### Clock routing, run 1

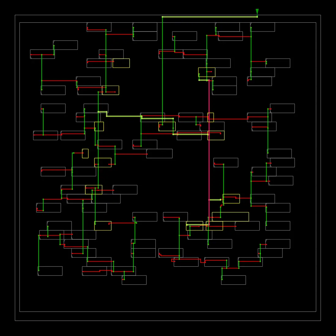
### The metal 2 layer, run 1

Drawn at 3 px/µm.
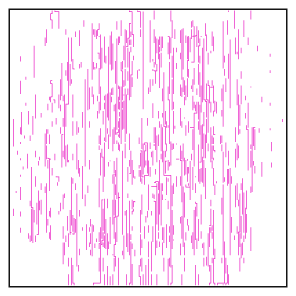
### Metal layers overlaid, run 1

Drawn at 4 px/µm.
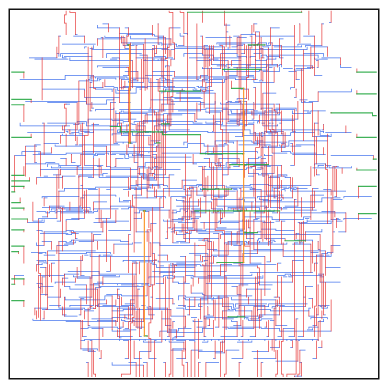
File: src/rtl/ula_pkg.sv
// Shared types and constants for the nibble-serial 74181 ALU sequencer.
package ula_pkg;

  localparam int unsigned NIBBLE_W = 4;

  typedef enum logic [1:0] {
    IDLE = 2'd0,
    RUN  = 2'd1,
    DONE = 2'd2
  } seq_state_t;

  // Common 74181 function selects (active-high data convention)
  localparam logic [3:0] S_ADD = 4'b1001;  // m=0: A plus B
  localparam logic [3:0] S_SUB = 4'b0110;  // m=0: A minus B minus 1 (Cn=1)
  localparam logic [3:0] S_XOR = 4'b0110;  // m=1: A xor B
  localparam logic [3:0] S_AND = 4'b1011;  // m=1: A and B
  localparam logic [3:0] S_OR  = 4'b1110;  // m=1: A or B
  localparam logic [3:0] S_NOT = 4'b0000;  // m=1: not A
  localparam logic [3:0] S_A   = 4'b1111;  // m=1: A

endpackage

File: src/rtl/ula_74181.sv
// Combinational 4-bit 74181 ALU slice, active-high data, active-low carries.
module ula_74181
  import ula_pkg::*;
(
  input  logic [NIBBLE_W-1:0] a,
  input  logic [NIBBLE_W-1:0] b,
  input  logic [3:0]          s,
  input  logic                m,
  input  logic                c_in,
  output logic [NIBBLE_W-1:0] f,
  output logic                c_out,
  output logic                a_eq_b
);

  logic [NIBBLE_W-1:0] x;
  logic [NIBBLE_W-1:0] y;
  logic [NIBBLE_W:0]   carry;

  // Per-bit select terms, internal active-high carry chain and result bits
  always_comb begin
    x     = ~(a | (b & {NIBBLE_W{s[0]}}) | (~b & {NIBBLE_W{s[1]}}));
    y     = ~((a & ~b & {NIBBLE_W{s[2]}}) | (a & b & {NIBBLE_W{s[3]}}));
    carry = '0;
    f     = '0;
    carry[0] = ~c_in;
    for (int i = 0; i < int'(NIBBLE_W); i++) begin
      // Carry chain runs regardless of m; m only masks it from the sum
      carry[i+1] = ~y[i] | (~x[i] & carry[i]);
      f[i]       = x[i] ^ y[i] ^ ~(~m & ~carry[i]);
    end
    c_out  = ~carry[NIBBLE_W];
    a_eq_b = &f;
  end

endmodule

File: src/rtl/ula_nibble_seq.sv
// Nibble-serial WIDTH-bit ALU reusing one 74181 slice, valid/ready on both sides.
module ula_nibble_seq
  import ula_pkg::*;
#(
  parameter int unsigned WIDTH = 16
) (
  input  logic             clk,
  input  logic             rst_n,
  input  logic             req_valid,
  output logic             req_ready,
  input  logic [WIDTH-1:0] req_a,
  input  logic [WIDTH-1:0] req_b,
  input  logic [3:0]       req_s,
  input  logic             req_m,
  input  logic             req_c_in,
  output logic             rsp_valid,
  input  logic             rsp_ready,
  output logic [WIDTH-1:0] rsp_f,
  output logic             rsp_c_out,
  output logic             rsp_a_eq_b
);

  localparam int unsigned NIBBLES = WIDTH / NIBBLE_W;
  localparam int unsigned IDX_W   = $clog2(NIBBLES);
  localparam int unsigned BIT_W   = $clog2(WIDTH);

  seq_state_t          state;
  logic [WIDTH-1:0]    op_a;
  logic [WIDTH-1:0]    op_b;
  logic [3:0]          op_s;
  logic                op_m;
  logic                carry_n;
  logic                eq_acc;
  logic [IDX_W-1:0]    idx;
  logic [WIDTH-1:0]    res;

  logic [BIT_W-1:0]    base;
  logic [WIDTH-1:0]    next_res;
  logic                last_nib;
  logic [NIBBLE_W-1:0] alu_a;
  logic [NIBBLE_W-1:0] alu_b;
  logic [NIBBLE_W-1:0] alu_f;
  logic                alu_c_out;
  logic                alu_a_eq_b;

  // Nibble select into the shared slice, merged result and handshake outputs
  always_comb begin
    base      = BIT_W'(32'(idx) * NIBBLE_W);
    alu_a     = op_a[base +: NIBBLE_W];
    alu_b     = op_b[base +: NIBBLE_W];
    next_res  = res;
    next_res[base +: NIBBLE_W] = alu_f;
    last_nib  = (idx == IDX_W'(NIBBLES - 1));
    req_ready = (state == IDLE);
    rsp_valid = (state == DONE);
  end

  ula_74181 u_ula (
    .a      (alu_a),
    .b      (alu_b),
    .s      (op_s),
    .m      (op_m),
    .c_in   (carry_n),
    .f      (alu_f),
    .c_out  (alu_c_out),
    .a_eq_b (alu_a_eq_b)
  );

  // Sequencer state, operand capture, nibble accumulation and response registers
  always_ff @(posedge clk) begin
    if (!rst_n) begin
      state      <= IDLE;
      op_a       <= '0;
      op_b       <= '0;
      op_s       <= '0;
      op_m       <= 1'b0;
      carry_n    <= 1'b1;
      eq_acc     <= 1'b0;
      idx        <= '0;
      res        <= '0;
      rsp_f      <= '0;
      rsp_c_out  <= 1'b1;
      rsp_a_eq_b <= 1'b0;
    end else begin
      case (state)
        IDLE: begin
          if (req_valid) begin
            op_a    <= req_a;
            op_b    <= req_b;
            op_s    <= req_s;
            op_m    <= req_m;
            carry_n <= req_c_in;
            idx     <= '0;
            eq_acc  <= 1'b1;
            state   <= RUN;
          end
        end
        RUN: begin
          res     <= next_res;
          carry_n <= alu_c_out;
          eq_acc  <= eq_acc & alu_a_eq_b;
          if (last_nib) begin
            // Top nibble lands in the response together with the accumulated part
            rsp_f      <= next_res;
            rsp_c_out  <= alu_c_out;
            rsp_a_eq_b <= eq_acc & alu_a_eq_b;
            state      <= DONE;
          end else begin
            idx <= idx + IDX_W'(1);
          end
        end
        DONE: begin
          if (rsp_ready) begin
            state <= IDLE;
          end
        end
        default: state <= IDLE;
      endcase
    end
  end

endmodule

File: config.mk
export PLATFORM = sky130hd
export DESIGN_NAME = ula_nibble_seq
export DESIGN_NICKNAME = d
export VERILOG_FILES = /design/src/rtl/ula_pkg.sv /design/src/rtl/ula_74181.sv /design/src/rtl/ula_nibble_seq.sv
export SDC_FILE = /design/constraint.sdc
export NUM_CORES = 1
export LEC_CHECK = 0
export CAP_MARGIN = 20
export CORE_UTILIZATION = 45
export DETAILED_ROUTE_END_ITERATION = 12
export GPL_ROUTABILITY_DRIVEN = 0
export PLACE_DENSITY_LB_ADDON = 0.25
export SLEW_MARGIN = 0
export SYNTH_ARGS = -nofsm -noshare
export SYNTH_HDL_FRONTEND = slang
export SYNTH_SLANG_ARGS = --single-unit
File: constraint.sdc
create_clock -name clk -period 2.9 [get_ports clk]
set_clock_uncertainty 0.2 [all_clocks]
set_input_delay 0.29 -clock clk [delete_from_list [all_inputs] [get_ports clk]]
set_output_delay 0.29 -clock clk [all_outputs]
set_load 0.1 [all_outputs]
==> flow_summary.ini, run 1 <==
; physical design summary
[finish]
num_antenna_cells = 0
sh_seq_area = 0.3326
buf_share = 0.1598
inverters = 11
comb_area_share = 0.4284
fillCellCount = 721
ff_latch_area_mm2 = 0.001546
layout_top_cell = nand2_1
fin_util = 0.5986
logic_gate_count = 295
dominant_cells = combinational gates
finalNonFillerCells = 586
syn_to_final_growth_pct = 27.48
seq_cells = 77
fin_nets = 528
non_clock_buffer_count = 86
comb_area_mm2 = 0.001992
fin_area_mm2 = 0.004649
most-common-layout-cells = 86 x nand2_1, 75 x dfxtp_1, 45 x buf_4, 40 x clkdlybuf4s50_1, 37 x a21boi_0

[drt]
first_iter_violations = 120
drtPass1Iterations = 4
dr.max_layer_used = met4
vias_per_cell = 5.317
route.detailed.drc = 0
wl_met2_mm = 3.758

[global_routing]
grt_busiest_layer = met2
met3_usage = 0.02819
grt_usage = 0.2058
grt_pass1_vias = 2958
antenna_found_initial = 0
grt_max_degree = 43
met1_usage = 0.2832
gr-total-overflow = 0
grt_pass1_wl_mm = 14.03

[die]
row_count = 32
die_w_um = 92.03
core_mm2 = 0.007767
chipArea_mm2 = 0.008469
nWellTaps = 102

[yosys]
synth_area_per_cell_um2 = 8.917
yosys-top-cells-count = 86 x nand2_1, 77 x dfxtp_1, 37 x a21boi_0
yosysWarningCount = 0
netlist_instances = 409
ys_sh_xor = 0.01372
ys_sh_aoi = 0.2137
ys_sh_adder = 0.02058
ys_seq_frac = 0.4226
flop_cell = dfxtp_1
ys_async_sr_fraction = 0
ys_ff = 77
simple_gate_area_frac = 0.2041
synth_chip_area_mm2 = 0.003647
synth_area_mm2 = 0.003647
syn_nets = 457
synthTopCellsByArea = dfxtp_1 42%, nand2_1 8.9%, a21boi_0 7.6%
mux_area_frac = 0.08130
top_cell = nand2_1

[setup_path]
start_kind = register
timing.critical_path.buf_inv = 0
crit_fanout = 9
r2r-start = idx[0]
crit_path_start = idx[0]
reg2reg_to = eq_acc
cpLargestDelayFamily = AND-OR/OR-AND gates
cpMaxStageDelayCell = mux4_1
endpoint = eq_acc
crit_arrival_ns = 2.87
path_class = register to register
required_ns = 2.98
worstSetupEndpointType = register
cpPeakStageDelay_ns = 0.63
cp.depth = 8
regToRegSetupSlack_ns = 0.10

[final_timing]
slew_viol_final = 0
hold_viol = 0
setup_viol = 0
worstMarginPinSlew_ns = 0.6824
max_clock_freq_ghz = 0.3576
tns_ns = 0
rsz0062_at_grt = true
fin_ws_ns = 0.1039
maxSlewHeadroom = 0.5408
holdWs_ns = 0.2399
period_minus_slack_ns = 2.796

[cts]
cts_tree = yes
clock_sinks = 77
cts.htree.levels = 3
cts_buffers = 9
cts_buffer_depth = 2
cts_setup_buffers = 0
postCtsHoldBufs = 0
ctsResizeCount = 3

[power]
internal_power_mw = 1.710
comb-power_mw = 0.380
p_leak_nw = 1.792
switchingPower_mw = 0.6105
p_seq_frac = 0.485
power_mw = 2.321
power_density_mw_per_mm2 = 499.1
p_seq_mw = 1.13
power_frac_comb = 0.164
pwr-share-clk = 0.351
p_sw_frac = 0.2631
clock_power_mw = 0.814
power_leader = registers

[min_path]
min_path_type = input port to register
min_delay_worst_endpoint = carry_n
hold_start = rst_n

[run]
openroad.warnings = 32
drv_cap = 0

[place]
dpl_cell_area_mm2 = 0.004402
dp_slack_ns = -0.1264
hpwl_mm = 5.882
place_inst = 571

[outcome]
status = complete, no violations
Notes on 'Clock routing' above:
Clock buffer cells: 11
Worst-Skew Late Latency: 0.34 ns

Notes on 'The metal 2 layer' above:
wire length on this layer: 3760 µm
nets with wire on the layer: 430
routed via count: 3116
final wirelength: 8.263 mm
met2 GRT Util: 0.3315

Notes on 'Metal layers overlaid' above:
legend:
  M2:
    color: red
    wire_length: 3760 µm
  M4:
    color: orange
    wire_length: 99.3 µm
  M3:
    color: green
    wire_length: 243 µm
  M1:
    color: blue
    wire_length: 4160 µm

==> inputs of run 2 (changes only) <==
clock period = 3 ns   (was 2.9 ns; I/O delays follow)
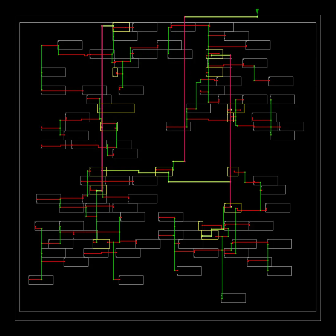
*Clock routing, run 2*
clock group power: 0.811 mW
FFs & Latches: 77
clock sinks: 77
Clock buffer cells: 13
Worst-Skew Late Latency: 0.35 ns

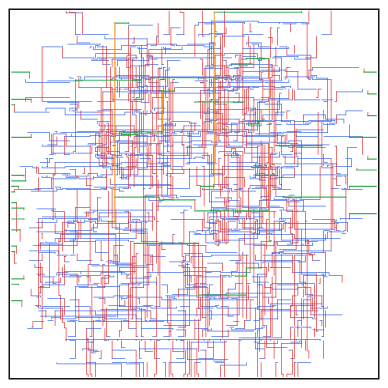
*Metal layers overlaid, run 2*
Drawn at 4 px/µm.
legend:
  M3:
    color: green
    wire_length: 305 µm
  M1:
    color: blue
    wire_length: 4140 µm
  M4:
    color: orange
    wire_length: 149 µm
  M2:
    color: red
    wire_length: 3810 µm

==> run 2 against run 1 <==
Compared with the run above:
- area after synthesis did not move
- critical path depth unchanged
- die area stayed put
- synthesized cell count unchanged
- global-route usage grew 0.67 points
- via count increased by 0.32%
- register-to-register slack improved by 0.06 ns
- non-clock buffer count decreased by 12
- power fell by 2.8%
- clock power about the same
- combinational power down 6.6%
- critical path type unchanged
- cell count fell by 1.9%
==> flow_summary.ini, run 2 <==
; physical design summary
[die]
chipArea_mm2 = 0.008469

[final_timing]
max_clock_freq_ghz = 0.3531
tns_ns = 0
slew_viol_final = 0
hold_viol = 0
fin_ws_ns = 0.1680
maxSlewHeadroom = 0.4757
period_minus_slack_ns = 2.832
rsz0062_at_grt = true
holdWs_ns = 0.2385

[cts]
cts_tree = yes
cts_setup_buffers = 0
ctsResizeCount = 1
cts_buffer_depth = 2
postCtsHoldBufs = 0

[finish]
inverters = 11
non_clock_buffer_count = 74
most-common-layout-cells = 86 x nand2_1, 76 x dfxtp_1, 40 x clkdlybuf4s50_1, 37 x a21boi_0, 32 x buf_4
logic_gate_count = 295
ff_latch_area_mm2 = 0.001545
layout_top_cell = nand2_1
dominant_cells = combinational gates
finalNonFillerCells = 575
fillCellCount = 696
fin_area_mm2 = 0.004564
num_antenna_cells = 0
comb_area_mm2 = 0.001982
buf_share = 0.1458
fin_util = 0.5876

[power]
pwr-share-clk = 0.360
power_leader = registers
power_density_mw_per_mm2 = 494.1
power_frac_comb = 0.157
p_seq_frac = 0.483
comb-power_mw = 0.355
p_leak_nw = 1.734
internal_power_mw = 1.651
p_sw_frac = 0.2678
p_seq_mw = 1.09
power_mw = 2.255
switchingPower_mw = 0.6040

[min_path]
min_path_type = input port to register
min_delay_worst_endpoint = carry_n

[yosys]
top_cell = nand2_1
mux_area_frac = 0.08130
syn_nets = 457
ys_seq_frac = 0.4226
ys_sh_adder = 0.02058
synth_area_mm2 = 0.003647
ys_sh_aoi = 0.2137
ys_sh_xor = 0.01372
yosysWarningCount = 0
synthTopCellsByArea = dfxtp_1 42%, nand2_1 8.9%, a21boi_0 7.6%
simple_gate_area_frac = 0.2041
flop_cell = dfxtp_1
netlist_instances = 409

[drt]
vias_per_cell = 5.437
drtPass1Iterations = 4
dr.max_layer_used = met4
vias = 3126
drt_wl_total_mm = 8.409
first_iter_violations = 118
route.detailed.drc = 0

[setup_path]
cpMaxStageDelayCell = mux4_2
cpLargestDelayFamily = AND-OR/OR-AND gates
timing.critical_path.buf_inv = 1
path_class = register to register
cpPeakStageDelay_ns = 0.54
crit_fanout = 8
reg2reg_to = rsp_f[13]
crit_arrival_ns = 2.87
worstSetupEndpointType = register
crit_path_start = idx[0]
regToRegSetupSlack_ns = 0.17
r2r-start = idx[0]
endpoint = rsp_f[13]

[run]
drv_cap = 0
openroad.warnings = 32

[global_routing]
antenna_found_initial = 0
met1_usage = 0.2959
grt_busiest_layer = met2
gr-total-overflow = 0
grt_pass1_wl_mm = 14.23
grt_pass1_vias = 2984
grt_usage = 0.2125
use_met2 = 0.3246

[place]
dp_slack_ns = -0.09881
hpwl_mm = 5.792

[outcome]
status = complete, no violations
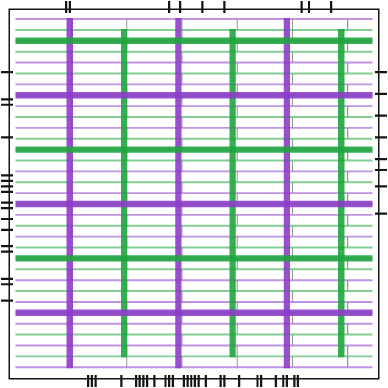
*Power grid, run 2*
Drawn at 4 px/µm. Pins as bars on the die edge. Tap cells in gray.
legend:
  VSS:
    color: purple
  VDD:
    color: green
met4 straps: 6
met1 rails: 33
signal pins: 62
tap cells: 102
Die Height: 92.03 µm
die span in x: 92.03 µm
total core area: 0.007767 mm²

### Signal wires on met3, run 2

Drawn at 3 px/µm. Cells faint in the background.
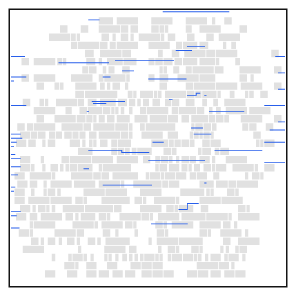

==> inputs of run 3 (changes only) <==
CTS_CLUSTER_SIZE = 30   (was default)
GPL_ROUTABILITY_DRIVEN = default   (was 0)
clock period = 2.4 ns   (was 3 ns; I/O delays follow)
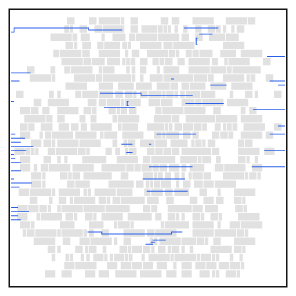
*Signal wires on met3, run 3*
Drawn at 3 px/µm. Cells faint in the background.
nets with wire on the layer: 43
longest straight run: 24.8 µm
main direction: horizontal
M3 GR Usage: 0.05058
final wirelength: 9.277 mm

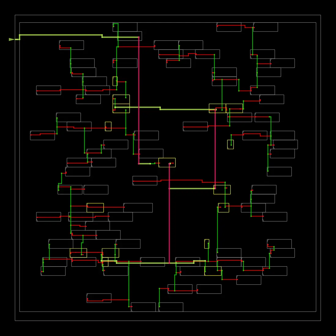
*Clock routing, run 3*
Num CTS Buffers: 9
Worst-Skew Late Latency: 0.34 ns
clock group power: 0.861 mW

==> run 3 against run 2 <==
Compared with the run above:
- the run now ends with setup timing left
- core utilization increased by 5.4 points
- critical path depth increased by 1
- final area increased by 9.1%
- power increased by 24%
- synthesized cell count unchanged
- sequential share of layout area decreased by 2.8 points
- hold slack improved by 0.0086 ns
- combinational power increased by 63%
- routed wire length increased by 10%
- clock-buffer cell count decreased by 1
- critical path type unchanged
- largest cell class unchanged
- largest power group unchanged
==> flow_summary.ini, run 3 <==
; physical design summary
[outcome]
status = complete, but fails checks
violations = setup timing

[run]
drv_cap = 0
openroad.warnings = 34

[yosys]
ys_sh_xor = 0.01372
simple_gate_area_frac = 0.2041
synth_chip_area_mm2 = 0.003647
yosysWarningCount = 0
flop_cell = dfxtp_1
mux_area_frac = 0.08130
ys_sh_adder = 0.02058
netlist_instances = 409
ys_seq_frac = 0.4226
synth_area_mm2 = 0.003647
top_cell = nand2_1
yosys-top-cells-count = 86 x nand2_1, 77 x dfxtp_1, 37 x a21boi_0
ys_ff = 77
syn_nets = 457
synthTopCellsByArea = dfxtp_1 42%, nand2_1 8.9%, a21boi_0 7.6%
synth_area_per_cell_um2 = 8.917
ys_sh_aoi = 0.2137
ys_async_sr_fraction = 0

[min_path]
min_path_type = input port to register
min_delay_worst_endpoint = op_a[3]
hold_start = req_a[3]

[power]
comb-power_mw = 0.580
switchingPower_mw = 0.7976
p_seq_frac = 0.486
power_leader = registers
p_leak_nw = 1.909
internal_power_mw = 2.008
power_frac_comb = 0.207
power_mw = 2.805
pwr-share-clk = 0.307
power_density_mw_per_mm2 = 563.2
p_seq_mw = 1.36
p_sw_frac = 0.2843

[die]
die_w_um = 92.03
die_height_um = 92.03
nWellTaps = 102
chipArea_mm2 = 0.008469
core_mm2 = 0.007767
row_count = 32

[cts]
ctsResizeCount = 17
cts_tree = yes
cts.htree.levels = 3
cts_setup_buffers = 0
clock_sinks = 77
cts_buffer_depth = 2
postCtsHoldBufs = 0

[finish]
sh_seq_area = 0.3102
fin_util = 0.6413
finalNonFillerCells = 603
clock_cell_area_share = 0.03391
layout_top_cell = nand2_1
fillCellCount = 662
fin_area_mm2 = 0.004981
buf_share = 0.1821
inverters = 11
syn_to_final_growth_pct = 36.57
logic_gate_count = 296
dominant_cells = combinational gates
fin_nets = 544
seq_cells = 77
nClkBuffers = 12
non_clock_buffer_count = 101
most-common-layout-cells = 86 x nand2_1, 76 x dfxtp_1, 52 x buf_4, 40 x clkdlybuf4s50_1, 37 x a21boi_0
num_antenna_cells = 0
comb_area_mm2 = 0.002191
ff_latch_area_mm2 = 0.001545
comb_area_share = 0.4398

[final_timing]
maxSlewHeadroom = 0.5168
rsz0062_at_grt = true
max_clock_freq_ghz = 0.3667
fin_ws_ns = -0.3272
period_minus_slack_ns = 2.727
worstMarginPinSlew_ns = 0.7248
setup_viol = 27
hold_viol = 0
slew_viol_final = 0
tns_ns = -5.993
holdWs_ns = 0.2472

[global_routing]
grt_busiest_layer = met2
grt_usage = 0.2298
met1_usage = 0.3218
grt_pass1_vias = 3093
grt_pass1_wl_mm = 15.24
gr-total-overflow = 0
use_met2 = 0.3619
antenna_found_initial = 0
grt_max_degree = 49

[place]
dpl_cell_area_mm2 = 0.004561
place_inst = 583
dp_slack_ns = -0.3781
hpwl_mm = 6.330

[setup_path]
cp.depth = 9
cpPeakStageDelay_ns = 0.53
timing.critical_path.buf_inv = 1
cpMaxStageDelayCell = mux4_2
start_kind = register
worstSetupEndpointType = register
endpoint = rsp_f[3]
reg2reg_to = rsp_f[3]
crit_arrival_ns = 2.76
regToRegSetupSlack_ns = -0.33
crit_fanout = 5
crit_path_start = idx[0]
r2r-start = idx[0]
path_class = register to register
required_ns = 2.44
cpLargestDelayFamily = AND-OR/OR-AND gates

[drt]
vias_per_cell = 5.328
dr.max_layer_used = met4
vias = 3213
wl_met2_mm = 4.206
route.detailed.drc = 0
drtPass1Iterations = 4
first_iter_violations = 152
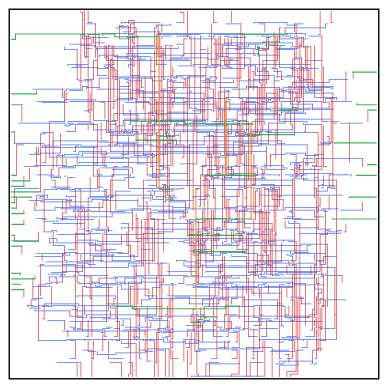
*Metal layers overlaid, run 3*
Drawn at 4 px/µm.
legend:
  M3:
    color: green
    wire_length: 325 µm
  M1:
    color: blue
    wire_length: 4640 µm
  M2:
    color: red
    wire_length: 4210 µm
  M4:
    color: orange
    wire_length: 110 µm

No activity file was given, so power comes from the tool's default toggle rates.
